## src/rtl/downlink_sequencer.sv

```systemverilog
// Downlink PCM sequencer: derives strobe timing from the AGC clock, shifts in
// the 40 DKDATA bits of each frame and hands each word out over valid/ready.
module downlink_sequencer #(
    parameter int PULSE_LEN   = 4,
    parameter int SLOT_LEN    = 20,
    parameter int FRAME_SLOTS = 1024
) (
    input  logic        clk,
    input  logic        rst,
    input  logic        enable,
    input  logic        agc_clk_in,
    input  logic        dkdata,
    input  logic        word_ready,
    input  logic        overrun_clr,
    output logic        dkstrt,
    output logic        dkbsnc,
    output logic        dkend,
    output logic [39:0] word_data,
    output logic        word_valid,
    output logic        overrun,
    output logic [15:0] frame_count
);

    localparam int PW = $clog2(SLOT_LEN);
    localparam int SW = $clog2(FRAME_SLOTS);

    localparam logic [PW-1:0] PULSE_LAST = PW'(SLOT_LEN - 1);
    localparam logic [PW-1:0] PULSE_CAP  = PW'(PULSE_LEN - 1);
    localparam logic [PW-1:0] PULSE_END  = PW'(PULSE_LEN);
    localparam logic [SW-1:0] SLOT_LAST  = SW'(FRAME_SLOTS - 1);
    localparam logic [5:0]    BIT_FIRST  = 6'd1;
    localparam logic [5:0]    BIT_LAST   = 6'd40;
    localparam logic [5:0]    BIT_END    = 6'd41;
    localparam logic [5:0]    BIT_GAP    = 6'd42;

    logic [2:0]    agc_sync_q, agc_sync_d;
    logic [1:0]    dk_sync_q, dk_sync_d;
    logic [PW-1:0] pulse_q, pulse_d;
    logic [SW-1:0] slot_q, slot_d;
    logic [5:0]    bit_q, bit_d;
    logic [39:0]   shreg_q, shreg_d;
    logic [39:0]   word_data_q, word_data_d;
    logic          word_valid_q, word_valid_d;
    logic          overrun_q, overrun_d;
    logic [15:0]   frame_cnt_q, frame_cnt_d;

    logic tick, dk_s, in_pulse, in_bits, capture, commit, drop;

    // The DKDATA path has the same depth as the clock path up to tick, so the
    // sampled bit belongs to the same AGC clock edge that produced tick.
    assign tick     = agc_sync_q[1] & ~agc_sync_q[2];
    assign dk_s     = dk_sync_q[1];
    assign in_pulse = pulse_q < PULSE_END;
    assign in_bits  = (bit_q >= BIT_FIRST) && (bit_q <= BIT_LAST);
    assign capture  = enable & tick & (pulse_q == PULSE_CAP);
    assign commit   = capture & (bit_q == BIT_END);
    assign drop     = commit & word_valid_q & ~word_ready;

    // NOTE: every signal gets a default first so no path leaves one unassigned
    // and no latch is inferred.
    always_comb begin
        agc_sync_d   = {agc_sync_q[1:0], agc_clk_in};
        dk_sync_d    = {dk_sync_q[0], dkdata};
        pulse_d      = pulse_q;
        slot_d       = slot_q;
        bit_d        = bit_q;
        shreg_d      = shreg_q;
        word_data_d  = word_data_q;
        word_valid_d = word_valid_q;
        frame_cnt_d  = frame_cnt_q;
        overrun_d    = overrun_q;

        if (!enable) begin
            pulse_d = '0;
            slot_d  = SLOT_LAST;
            bit_d   = BIT_GAP;
            shreg_d = '0;
        end else if (tick) begin
            if (pulse_q == PULSE_LAST) begin
                pulse_d = '0;
                if (slot_q == SLOT_LAST) begin
                    slot_d = '0;
                    bit_d  = '0;
                end else begin
                    slot_d = slot_q + SW'(1);
                    if (bit_q < BIT_GAP) begin
                        bit_d = bit_q + 6'd1;
                    end
                end
            end else begin
                pulse_d = pulse_q + PW'(1);
            end
            if (capture && in_bits) begin
                shreg_d = {shreg_q[38:0], dk_s};
            end
        end

        if (word_valid_q && word_ready) begin
            word_valid_d = 1'b0;
        end
        if (commit) begin
            frame_cnt_d = frame_cnt_q + 16'd1;
            if (!drop) begin
                word_data_d  = shreg_q;
                word_valid_d = 1'b1;
            end
        end

        // A drop in the same cycle as a clear leaves the flag set.
        if (drop) begin
            overrun_d = 1'b1;
        end else if (overrun_clr) begin
            overrun_d = 1'b0;
        end
    end

    // NOTE: sequential state uses non-blocking assignments so every flop
    // samples its pre-edge inputs regardless of statement order.
    always_ff @(posedge clk or posedge rst) begin
        if (rst) begin
            agc_sync_q   <= '0;
            dk_sync_q    <= '0;
            pulse_q      <= '0;
            slot_q       <= SLOT_LAST;
            bit_q        <= BIT_GAP;
            shreg_q      <= '0;
            word_data_q  <= '0;
            word_valid_q <= 1'b0;
            overrun_q    <= 1'b0;
            frame_cnt_q  <= '0;
        end else begin
            agc_sync_q   <= agc_sync_d;
            dk_sync_q    <= dk_sync_d;
            pulse_q      <= pulse_d;
            slot_q       <= slot_d;
            bit_q        <= bit_d;
            shreg_q      <= shreg_d;
            word_data_q  <= word_data_d;
            word_valid_q <= word_valid_d;
            overrun_q    <= overrun_d;
            frame_cnt_q  <= frame_cnt_d;
        end
    end

    assign dkstrt      = enable & in_pulse & (bit_q == 6'd0);
    assign dkbsnc      = enable & in_pulse & in_bits;
    assign dkend       = enable & in_pulse & (bit_q == BIT_END);
    assign word_data   = word_data_q;
    assign word_valid  = word_valid_q;
    assign overrun     = overrun_q;
    assign frame_count = frame_cnt_q;

endmodule
```

## config.mk

```make
export PLATFORM = sky130hd
export DESIGN_NAME = downlink_sequencer
export DESIGN_NICKNAME = d
export VERILOG_FILES = /design/src/rtl/downlink_sequencer.sv
export SDC_FILE = /design/constraint.sdc
export NUM_CORES = 1
export LEC_CHECK = 0
export CAP_MARGIN = 20
export CORE_MARGIN = 10
export CORE_UTILIZATION = 35
export DETAILED_ROUTE_END_ITERATION = 12
export GPL_TIMING_DRIVEN = 0
export HOLD_SLACK_MARGIN = 0.05
export SLEW_MARGIN = 20
export SYNTH_ARGS = -nofsm -noshare
export SYNTH_HDL_FRONTEND = slang
export SYNTH_SLANG_ARGS = --single-unit
```

## constraint.sdc

```tcl
create_clock -name clk -period 5.1 [get_ports clk]
set_clock_uncertainty 0.05 [all_clocks]
set_input_delay 1.02 -clock clk [delete_from_list [all_inputs] [get_ports clk]]
set_output_delay 1.02 -clock clk [all_outputs]
set_load 0.02 [all_outputs]
```

==> run_1/gate_families.png <==
Bar = 50 um.
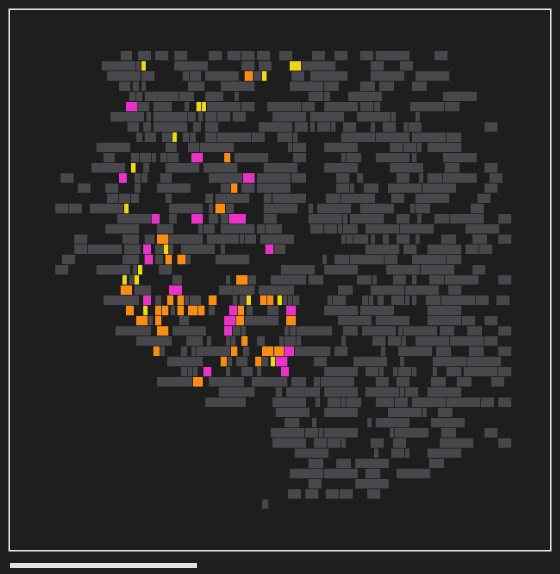
AND and OR gates: in magenta, cells 20. inverting AOI/OAI gates: in orange, cells 34. inverters: in yellow, cells 16.
final cell count without fillers: 730
Comb/total area: 30.3%
top logic cell by instance count in the layout: dfrtp_1

==> run_1/pdn.png <==
Pins as bars on the die edge. Tap cells in grey.
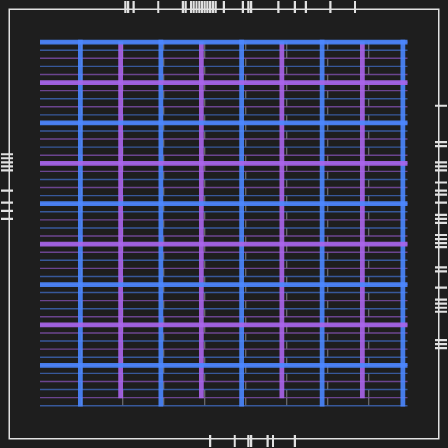
VDD: in purple. VSS: in blue.
9 straps on met5. 188 tap cells. 9 straps on met4.
peak supply drop: 0.000244 V
die width: 144 um

==> run_1/final_clocks.png <==
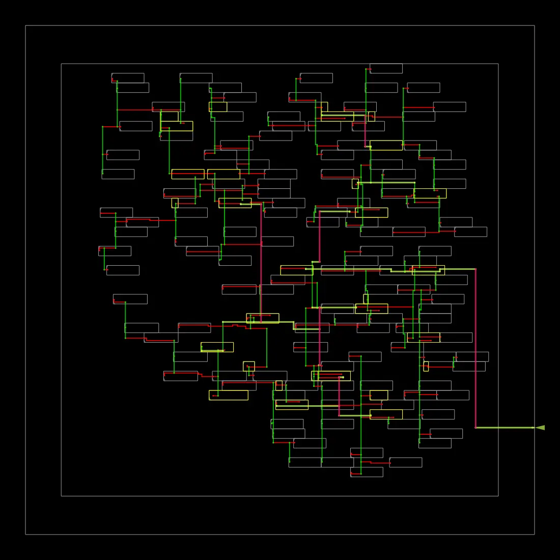
clock latency on the worst-skew pair: 0.41 ns
clk sinks: 124
clock buffer count: 22
clock network power: 1.10 mW
Num CTS Buffers: 17

[run 1: power breakdown]
| group | leakage, nW | switching (mW) | internal [mW] | total [mW] |
|---|---|---|---|---|
| Clock | 0.275 | 0.408 | 0.697 | 1.10 |
| Sequential | 1.65 | 0.00186 | 0.989 | 0.990 |
| Combinational | 1.52 | 0.0318 | 0.0109 | 0.0427 |
[run 1: metrics by stage]
step / cell area, um2 / hold WS (ns) / worst slack (ns) / cells
2_1_floorplan: 5390 / 0.281 / 0.752 / 445
3_3_place_gp: 6290 / 0.288 / -0.981 / 699
3_5_place_dp: 6320 / 0.291 / 1.46 / 700
6_report: 6860 / 0.300 / 1.48 / 730
5_1_grt: 6860 / 0.306 / 1.38 / 730
4_1_cts: 6860 / 0.303 / 1.45 / 730
==> impl_metrics.env, run 1 <==
# yosys + openroad results
export IMPL_seq_cell_share_pct=45.5
export IMPL_clock_root_buffer="clkbuf_16"
export IMPL_viasPerCell=4.95
export IMPL_final_clk_cell_share_pct=7.91
export IMPL_start_kind="input port"
export IMPL_n_all_buffers=92
export IMPL_r2r_end="word_data[3]"
export IMPL_dr_pass1_iters=4
export IMPL_ys_sh_aoi_pct=4.27
export IMPL_well_tap_count=188
export IMPL_floorplan_nets=459
export IMPL_layout_nets=545
export IMPL_synth_edff_count=0
export IMPL_num_rows=45
export IMPL_comb_multi_input_count=280
export IMPL_holdPathEnd="dk_sync_q[1]"
export IMPL_path_delay_family="buffers and inverters"
export IMPL_max_cap_violations=0
export IMPL_min_period_over_period_pct=70.9
export IMPL_ys_types=48
export IMPL_drc=0
export IMPL_yosysMostFrequentCell="dfrtp_1"
export IMPL_min_period_ns=3.62
export IMPL_r2r_start="pulse_q[2]"
export IMPL_tightestPinTransition_ns=0.698
export IMPL_finalPower_mw=2.14
export IMPL_yosysChipArea_um2=5390
export IMPL_max_clock_path_buffers=2
export IMPL_crit_required_ns=4.03
export IMPL_fin_util_pct=45.3
export IMPL_cts_reportedPaths_clkPinSlew_ns=0.06
export IMPL_crit_path_max_fanout=10
export IMPL_common_cells="dfrtp_1, nand2_1, mux2i_1"
export IMPL_crit_slowest_cell="clkdlybuf4s50_1"
export IMPL_top_level_ports=68
export IMPL_met2_length_um=5340
export IMPL_holdBufCountCts=0
export IMPL_final_cell_mix="dfrtp_1, clkdlybuf4s50_1, nand2_1"
export IMPL_nonClkBufAreaFrac_pct=12.0
export IMPL_whs_path_depth=0
export IMPL_critPathBufInv=2
export IMPL_grt_start_max_net_pins=77
export IMPL_status="finished, final reports clean"
export IMPL_yosysSeqAreaShare_pct=57.9
export IMPL_xor_area_share_pct=3.09
export IMPL_top_area_cell="dfrtp_1"
export IMPL_drv_slew=0
export IMPL_use_met3_pct=4.39
export IMPL_rsz0062_at_grt="no"
export IMPL_nNonClkInverters=16
export IMPL_wl_met1_um=5180
export IMPL_syn_area_per_cell_um2=12.1
export IMPL_mux_share_pct=16.2
export IMPL_comb_area_um2=2080
export IMPL_ctsHtreeMaxLevel=4
export IMPL_fp_dieArea_um2=20800
export IMPL_detail_route_antenna_nets=0
export IMPL_syn_area_um2=5390
export IMPL_gp_congestion=0.784
export IMPL_openroad_warnings=29
export IMPL_yosys_area_share_simple_pct=13.4
export IMPL_portBuffers=66
==> run_1/cell_classes.png <==
Bar = 50 um.
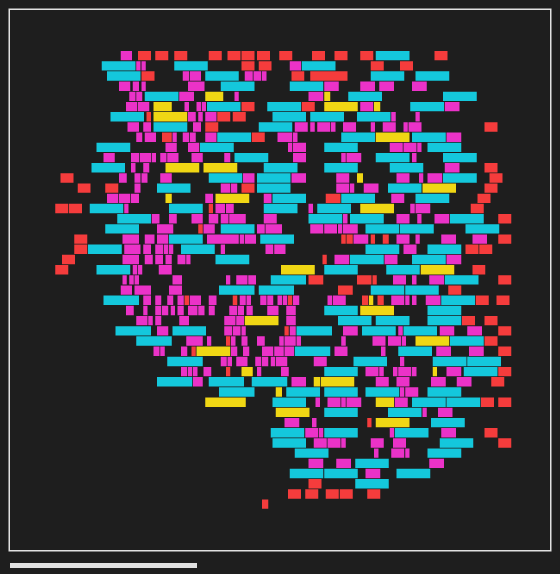

==> inputs of run 2 (changes only) <==
Clock period 5.1 ns to 3.6 ns, I/O delays scaled along.
==> run_2/cell_classes.png <==
Bar = 50 um.
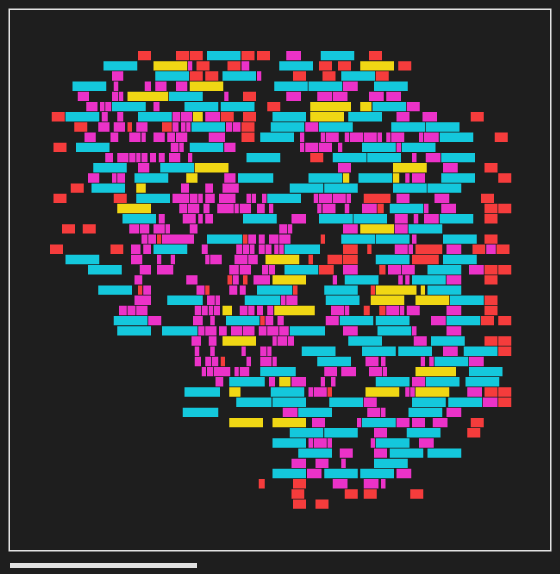
flops: in cyan, cells 124. clock drivers and dummy loads: in yellow, cells 32. other buffers and delay cells: in red, cells 94. all other logic: in magenta, cells 296.
sequential portion of the cell area: 44.6%
final core utilization: 46.2%

==> run_2/clock_map.png <==
Bar = 50 um.
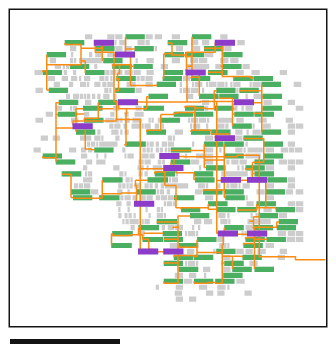
cells driving clock nets: in purple, count 17. clock wires: in orange, length 1640 um. flip-flops: in green, count 124.
There are 18 routed clock nets.
clock network power share: 55.9%
clock latency on the worst-skew pair: 0.42 ns
clock network power: 1.86 mW

==> impl_metrics.env, run 2 <==
# yosys + openroad results
export IMPL_p_switching_mw=0.680
export IMPL_yosysSeqAreaShare_pct=57.9
export IMPL_cts_reportedPaths_clkPinSlew_ns=0.06
export IMPL_openroad_warnings=29
export IMPL_max_cap_violations=0
export IMPL_common_cells="dfrtp_1, nand2_1, mux2i_1"
export IMPL_min_period_over_period_pct=83.3
export IMPL_grt_start_max_net_pins=35
export IMPL_n_all_buffers=94
export IMPL_whs_path_depth=0
export IMPL_comb_area_um2=2080
export IMPL_max_clock_path_buffers=2
export IMPL_place_inst=702
export IMPL_power_leader="the clock network"
export IMPL_nNonClkInverters=16
export IMPL_start_kind="flip-flop"
export IMPL_cts_setup_buffers=0
export IMPL_num_rows=45
export IMPL_yosysMostFrequentCell="dfrtp_1"
export IMPL_min_period_ns=3.00
export IMPL_ctsHtreeMaxLevel=4
export IMPL_fin_cells=734
export IMPL_drc=0
export IMPL_top_area_cell="dfrtp_1"
export IMPL_placed_cell_area_um2=6350
export IMPL_clock_root_buffer="clkbuf_16"
export IMPL_wl_met1_um=5210
export IMPL_layout_top_cell="dfrtp_1"
export IMPL_cts_buffers_inserted=17
export IMPL_worst_slack_ns=0.602
export IMPL_yosysChipArea_um2=5390
export IMPL_r2r_end="word_data[37]"
export IMPL_syn_area_per_cell_um2=12.1
export IMPL_ir_drop_v=0.000314
export IMPL_r2r_start="pulse_q[0]"
export IMPL_critPathBufInv=2
export IMPL_well_tap_count=188
export IMPL_powerComb_mw=0.0642
export IMPL_portBuffers=66
export IMPL_met2_usage_pct=18.3
export IMPL_rsz0062_at_grt="no"
export IMPL_first_iter_violations=150
export IMPL_top_level_ports=68
export IMPL_use_met3_pct=4.26
export IMPL_holdBufCountCts=0
export IMPL_met2_length_um=5390
export IMPL_comb_area_share_pct=29.7
export IMPL_finalPower_mw=3.33
export IMPL_layout_nets=547
export IMPL_status="finished, final reports clean"
export IMPL_comb_multi_input_count=280
export IMPL_drv_slew=0
export IMPL_crit_path_max_fanout=5
export IMPL_crit_required_ns=2.83
export IMPL_tightestPinTransition_ns=0.709
export IMPL_nonClkBufAreaFrac_pct=12.2
export IMPL_synth_edff_count=0
export IMPL_path_delay_family="buffers and inverters"
export IMPL_chipWidth_um=144
export IMPL_final_clk_cell_share_pct=9.25
export IMPL_via_count=3655
export IMPL_fp_dieArea_um2=20800
export IMPL_design_area_um2=7000
export IMPL_crit_slowest_cell="clkdlybuf4s50_1"
export IMPL_pg_seq_mw=1.40
export IMPL_syn_area_um2=5390
export IMPL_swShare_pct=20.4
export IMPL_detail_route_antenna_nets=0
export IMPL_num_clock_buffers=18
export IMPL_final_cell_mix="dfrtp_1, clkdlybuf4s50_1, nand2_1"
export IMPL_pwr_share_comb_pct=1.9
export IMPL_p_int_mw=2.65
export IMPL_p_seq_share_pct=42.1
## run 2: netlist changes by cell type in the layout (fill, tap and decap cells not counted)
cell and change:
buf_16 -1, clkinv_4 +1, clkinv_2 -4, clkinvlp_4 +4, bufinv_16 +4, buf_12 +3, clkbuf_1 -1, inv_6 +1
clkbuf_8 -3
## run 2: kinds of logic (layout without fill, tap and decap cells)
group | count (synthesis) | in the layout | synth area share [%]
flip-flops | 124 | 124 | 57.9
multiplexers | 82 | 82 | 16.2
AND/OR/NAND/NOR | 136 | 136 | 13.4
AND-OR/OR-AND | 36 | 36 | 4.27
buffers and inverters | 41 | 142 | 3.60
XOR/XNOR | 19 | 19 | 3.09
adder cells (fa/ha/maj) | 7 | 7 | 1.62
Power and IR drop assume default switching activity.
